--- src/rtl/bpu_pkg.sv ---
// Shared BPU types and constants for the BHT write-port controller.
// The optional BHT_WQ_MERGE_EN macro is consumed by bht_write_ctrl.
package bpu_pkg;

    localparam int BHT_IDX_W    = 10;
    localparam int BHT_ENTRY_W  = 64;
    localparam int BHT_WQ_DEPTH = 4;

    typedef enum logic [0:0] {
        SWEEP = 1'b0,
        IDLE  = 1'b1
    } bht_wr_state_e;

    // Slot layout at the default table geometry.
    typedef struct packed {
        logic [BHT_IDX_W-1:0]   index;
        logic [BHT_ENTRY_W-1:0] entry;
    } bht_wq_slot_t;

    function automatic logic [15:0] sat_inc16(input logic [15:0] v);
        return (v == 16'hFFFF) ? v : v + 16'd1;
    endfunction

endpackage

--- src/rtl/bht_wq_fifo.sv ---
// DEPTH-entry synchronous update queue with flush and a tail-overwrite port.
// The caller guarantees push is only raised when a slot is free (or a pop occurs).
module bht_wq_fifo
    import bpu_pkg::*;
#(
    parameter int IDX_W   = BHT_IDX_W,
    parameter int ENTRY_W = BHT_ENTRY_W,
    parameter int DEPTH   = BHT_WQ_DEPTH
) (
    input  logic                       clk,
    input  logic                       resetn,
    input  logic                       flush,
    input  logic                       push,
    input  logic [IDX_W-1:0]           push_index,
    input  logic [ENTRY_W-1:0]         push_entry,
    input  logic                       pop,
    input  logic                       ovw,
    input  logic [ENTRY_W-1:0]         ovw_entry,
    output logic [IDX_W-1:0]           head_index,
    output logic [ENTRY_W-1:0]         head_entry,
    output logic [IDX_W-1:0]           tail_index,
    output logic [$clog2(DEPTH+1)-1:0] count
);

    localparam int PTR_W = $clog2(DEPTH);
    localparam int CNT_W = $clog2(DEPTH+1);

    logic [IDX_W-1:0]   idx_mem_r [DEPTH];
    logic [ENTRY_W-1:0] ent_mem_r [DEPTH];
    logic [PTR_W-1:0]   rd_ptr_r;
    logic [PTR_W-1:0]   wr_ptr_r;
    logic [CNT_W-1:0]   count_r;
    logic [PTR_W-1:0]   tail_ptr_s;

    // Pointer arithmetic and read-side views of the queue.
    always_comb begin
        tail_ptr_s = wr_ptr_r - PTR_W'(1);
        head_index = idx_mem_r[rd_ptr_r];
        head_entry = ent_mem_r[rd_ptr_r];
        tail_index = idx_mem_r[tail_ptr_s];
        count      = count_r;
    end

    // Storage, pointers and occupancy; pointers wrap since DEPTH is a power of two.
    always_ff @(posedge clk or negedge resetn) begin
        if (!resetn) begin
            rd_ptr_r <= {PTR_W{1'b0}};
            wr_ptr_r <= {PTR_W{1'b0}};
            count_r  <= {CNT_W{1'b0}};
            for (int i = 0; i < DEPTH; i++) begin
                idx_mem_r[i] <= {IDX_W{1'b0}};
                ent_mem_r[i] <= {ENTRY_W{1'b0}};
            end
        end else if (flush) begin
            rd_ptr_r <= {PTR_W{1'b0}};
            wr_ptr_r <= {PTR_W{1'b0}};
            count_r  <= {CNT_W{1'b0}};
        end else begin
            if (push) begin
                idx_mem_r[wr_ptr_r] <= push_index;
                ent_mem_r[wr_ptr_r] <= push_entry;
                wr_ptr_r            <= wr_ptr_r + PTR_W'(1);
            end else if (ovw) begin
                ent_mem_r[tail_ptr_s] <= ovw_entry;
            end else begin
                wr_ptr_r <= wr_ptr_r;
            end
            if (pop) begin
                rd_ptr_r <= rd_ptr_r + PTR_W'(1);
            end else begin
                rd_ptr_r <= rd_ptr_r;
            end
            case ({push, pop})
                2'b10:   count_r <= count_r + CNT_W'(1);
                2'b01:   count_r <= count_r - CNT_W'(1);
                default: count_r <= count_r;
            endcase
        end
    end

endmodule

--- src/rtl/bht_write_ctrl.sv ---
// BHT write-port sequencer: clear sweep after reset/init_req, then in-order drain of EX updates.
// Define BHT_WQ_MERGE_EN to fold an update into the youngest queued entry with the same index.
module bht_write_ctrl
    import bpu_pkg::*;
#(
    parameter int IDX_W   = BHT_IDX_W,
    parameter int ENTRY_W = BHT_ENTRY_W,
    parameter int DEPTH   = BHT_WQ_DEPTH
) (
    input  logic                       clk,
    input  logic                       resetn,
    input  logic                       init_req,
    input  logic                       upd_valid,
    input  logic [IDX_W-1:0]           upd_index,
    input  logic [ENTRY_W-1:0]         upd_entry,
    output logic                       wr_en,
    output logic [IDX_W-1:0]           wr_addr,
    output logic [ENTRY_W-1:0]         wr_data,
    output logic                       init_busy,
    output logic [$clog2(DEPTH+1)-1:0] q_count,
    output logic [15:0]                drop_cnt
);

    localparam int               CNT_W    = $clog2(DEPTH+1);
    localparam logic [CNT_W-1:0] DEPTH_C  = CNT_W'(DEPTH);
    localparam logic [IDX_W-1:0] PTR_LAST = {IDX_W{1'b1}};
`ifdef BHT_WQ_MERGE_EN
    localparam logic MERGE_EN = 1'b1;
`else
    localparam logic MERGE_EN = 1'b0;
`endif

    bht_wr_state_e      state_r;
    logic [IDX_W-1:0]   sweep_ptr_r;
    logic               wr_en_r;
    logic [IDX_W-1:0]   wr_addr_r;
    logic [ENTRY_W-1:0] wr_data_r;
    logic               init_busy_r;
    logic [15:0]        drop_cnt_r;

    logic               idle_s;
    logic               fifo_empty_s;
    logic               pop_s;
    logic               bypass_s;
    logic               want_q_s;
    logic               merge_s;
    logic               push_s;
    logic               drop_s;
    logic [IDX_W-1:0]   head_index_s;
    logic [ENTRY_W-1:0] head_entry_s;
    logic [IDX_W-1:0]   tail_index_s;
    logic [CNT_W-1:0]   q_count_s;

    bht_wq_fifo #(
        .IDX_W   (IDX_W),
        .ENTRY_W (ENTRY_W),
        .DEPTH   (DEPTH)
    ) u_fifo (
        .clk        (clk),
        .resetn     (resetn),
        .flush      (init_req),
        .push       (push_s),
        .push_index (upd_index),
        .push_entry (upd_entry),
        .pop        (pop_s),
        .ovw        (merge_s),
        .ovw_entry  (upd_entry),
        .head_index (head_index_s),
        .head_entry (head_entry_s),
        .tail_index (tail_index_s),
        .count      (q_count_s)
    );

    // Per-cycle queue decisions; init_req discards everything in flight.
    always_comb begin
        idle_s       = (state_r == IDLE);
        fifo_empty_s = (q_count_s == {CNT_W{1'b0}});
        pop_s        = idle_s && !fifo_empty_s && !init_req;
        bypass_s     = idle_s && fifo_empty_s && upd_valid && !init_req;
        want_q_s     = upd_valid && !bypass_s && !init_req;
        // A youngest entry being popped this cycle cannot absorb a merge.
        merge_s      = MERGE_EN && want_q_s && !fifo_empty_s
                       && (tail_index_s == upd_index)
                       && !(pop_s && (q_count_s == CNT_W'(1)));
        push_s       = want_q_s && !merge_s && ((q_count_s != DEPTH_C) || pop_s);
        drop_s       = want_q_s && !merge_s && !push_s;
    end

    // Write-port FSM: sweep has priority, then FIFO head, then bypass.
    always_ff @(posedge clk or negedge resetn) begin
        if (!resetn) begin
            state_r     <= SWEEP;
            sweep_ptr_r <= {IDX_W{1'b0}};
            wr_en_r     <= 1'b0;
            wr_addr_r   <= {IDX_W{1'b0}};
            wr_data_r   <= {ENTRY_W{1'b0}};
            init_busy_r <= 1'b1;
        end else if (init_req) begin
            state_r     <= SWEEP;
            sweep_ptr_r <= {IDX_W{1'b0}};
            wr_en_r     <= 1'b0;
            init_busy_r <= 1'b1;
        end else begin
            case (state_r)
                SWEEP: begin
                    wr_en_r     <= 1'b1;
                    wr_addr_r   <= sweep_ptr_r;
                    wr_data_r   <= {ENTRY_W{1'b0}};
                    sweep_ptr_r <= sweep_ptr_r + IDX_W'(1);
                    init_busy_r <= 1'b1;
                    if (sweep_ptr_r == PTR_LAST) begin
                        state_r <= IDLE;
                    end else begin
                        state_r <= SWEEP;
                    end
                end
                IDLE: begin
                    init_busy_r <= 1'b0;
                    if (pop_s) begin
                        wr_en_r   <= 1'b1;
                        wr_addr_r <= head_index_s;
                        wr_data_r <= head_entry_s;
                    end else if (bypass_s) begin
                        wr_en_r   <= 1'b1;
                        wr_addr_r <= upd_index;
                        wr_data_r <= upd_entry;
                    end else begin
                        wr_en_r <= 1'b0;
                    end
                end
                default: begin
                    state_r     <= SWEEP;
                    sweep_ptr_r <= {IDX_W{1'b0}};
                    wr_en_r     <= 1'b0;
                    init_busy_r <= 1'b1;
                end
            endcase
        end
    end

    // Saturating count of updates lost to a full queue.
    always_ff @(posedge clk or negedge resetn) begin
        if (!resetn) begin
            drop_cnt_r <= 16'd0;
        end else if (drop_s) begin
            drop_cnt_r <= sat_inc16(drop_cnt_r);
        end else begin
            drop_cnt_r <= drop_cnt_r;
        end
    end

    assign wr_en     = wr_en_r;
    assign wr_addr   = wr_addr_r;
    assign wr_data   = wr_data_r;
    assign init_busy = init_busy_r;
    assign q_count   = q_count_s;
    assign drop_cnt  = drop_cnt_r;

endmodule
--- config.mk ---
export PLATFORM = sky130hd
export DESIGN_NAME = bht_write_ctrl
export DESIGN_NICKNAME = d
export VERILOG_FILES = /design/src/rtl/bpu_pkg.sv /design/src/rtl/bht_wq_fifo.sv /design/src/rtl/bht_write_ctrl.sv
export SDC_FILE = /design/constraint.sdc
export NUM_CORES = 1
export LEC_CHECK = 0
export CAP_MARGIN = 20
export CORE_AREA = 4 4 251 253
export DETAILED_ROUTE_END_ITERATION = 12
export DIE_AREA = 0 0 255 257
export MAX_ROUTING_LAYER = met4
export PLACE_DENSITY = 0.44
export SLEW_MARGIN = 20
export SYNTH_ARGS = -nofsm -noshare
export SYNTH_HDL_FRONTEND = slang
export SYNTH_SLANG_ARGS = --single-unit
--- constraint.sdc ---
create_clock -name clk -period 2.24 [get_ports clk]
set_input_delay 0.336 -clock clk [delete_from_list [all_inputs] [get_ports clk]]
set_output_delay 0.336 -clock clk [all_outputs]
set_load 0.05 [all_outputs]
Fig. 1: wiring heat map
(1.5 px per um) The die is cut into 26 by 26 equal tiles; dark purple is low, yellow is high, scaled to the fullest tile. Values are wire area over tile area, all layers added.
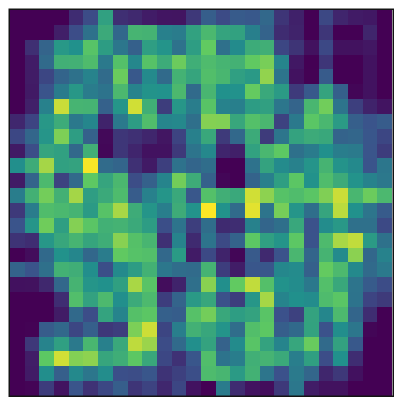
The fullest tile reaches 0.27. The mean over all tiles is 0.11. The emptiest ninth of the die: north-east.

Fig. 2: clock routing
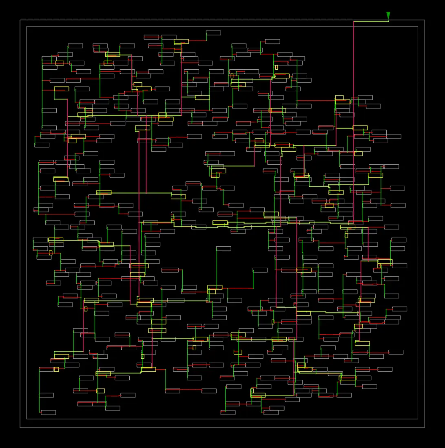
Clk. pwr: 7.84 mW
clk_lat worst skew: 0.57 ns
CTS buffer count: 47
registers: 406
# clk buffers: 72

Fig. 3: metal 3
(1.5 px per um) Cells faint in the background.
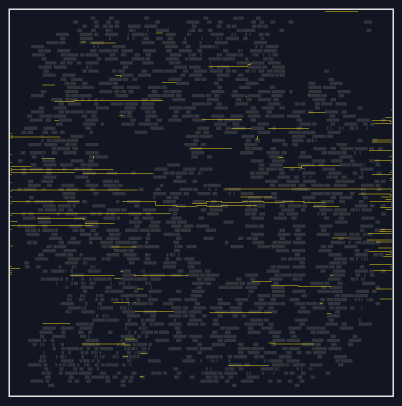
83 nets have wire on it. The wires run mostly horizontal. The layer holds 4.1% of the routed length. The longest straight run is 111 um.
DRT Wirelength: 46.2 mm
GR Util met3: 2.79%

Fig. 4: cell classes on the final placement
(2 px per um)
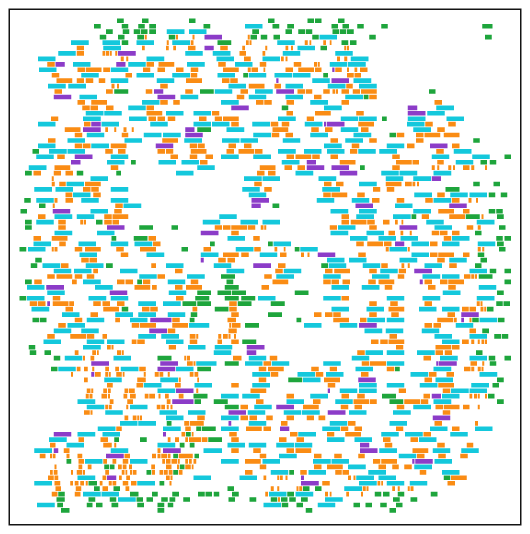
flops: drawn in cyan, cells 406, share of their area 46%. other buffers and delay cells: drawn in green, cells 241, share of their area 12%. combinational and other logic: drawn in orange, cells 750, share of their area 34%. clock drivers and dummy loads: drawn in purple, cells 83, share of their area 7.3%.

==> impl_metrics.json <==
{
  "outcome": "finished clean",
  "drt_iter0_markers": 357,
  "ff_type": "dfrtp_1",
  "n_all_buffers": 241,
  "cp.depth": 1,
  "root_buffer": "clkbuf_16",
  "top_cells_by_area": "dfrtp_1 (56%), mux2_2 (18%), mux4_2 (9.2%)",
  "relSlewSlack_pct": 52.5,
  "core_util_floorplan_pct": 29.7,
  "cp-start-kind": "flop",
  "syn_inst": 1238,
  "htreeDepth": 2,
  "hold_violations": 0,
  "detailed_place_hpwl_mm": 29.6,
  "comb_area_mm2": 0.00744,
  "grt_max_degree": 65,
  "power_frac_seq_pct": 47.3,
  "vias_per_cell": 4.81,
  "diodes": 4,
  "critical_path.endpoint": "drop_cnt[13]",
  "layout.cells.most_common_list": "dfrtp_1 (403), mux2_2 (297), clkdlybuf4s50_1 (159)",
  "ioPinCount": 173,
  "max_stage_delay_ns": 0.84,
  "n_all_inverters": 5,
  "syn_nets": 1323,
  "yosysCellCount": 1238,
  "ys_seq_share_pct": 56.1,
  "crit_type": "reg -> out",
  "use_met1_pct": 19.4,
  "clock_path_buffers": 3,
  "top_cells_by_count": "dfrtp_1 (405), mux2_2 (297), nand2_1 (78)",
  "sw_frac_of_total_pct": 23.9,
  "numPortBuffers": 172,
  "power.leakage_nw": 9.76,
  "cp_max_fo": 5,
  "hold_buffers": 1,
  "area_growth_pct": 26.5,
  "grt_usage_pct": 14.8,
  "drive_gt1_share_pct": 35.8,
  "synth.most_common_cell": "dfrtp_1",
  "largest_class": "flip-flops and latches",
  "switchingPower_mw": 5.07,
  "fp.dieArea_mm2": 0.0655,
  "fp.dieW_um": 255,
  "yosys_area_mm2": 0.0181
}
## cell families (layout without fill, tap and decap cells)
logic type / after synthesis / in the layout / synth area share (%)
flip-flops: 406 / 406 / 56.1
buffers and inverters: 87 / 329 / 3.11
AND-OR/OR-AND: 104 / 104 / 3.31
AND/OR/NAND/NOR: 172 / 172 / 4.47
XOR/XNOR: 26 / 26 / 1.26
adder cells (fa/ha/maj): 7 / 7 / 0.525
other: 0 / 4 / 0
multiplexers: 436 / 436 / 31.2
## power by group through the flow
stage	Combinational [mW]	Clock [mW]	Sequential (mW)
5_1_grt	3.72	8.46	10.3
2_1_floorplan	2.49	0	9.94
4_1_cts	3.45	8.18	10.0
3_5_place_dp	3.44	0	10.2
6_report	3.37	7.84	10.0
3_3_place_gp	3.33	0	10.1
Power and IR drop assume default switching activity.
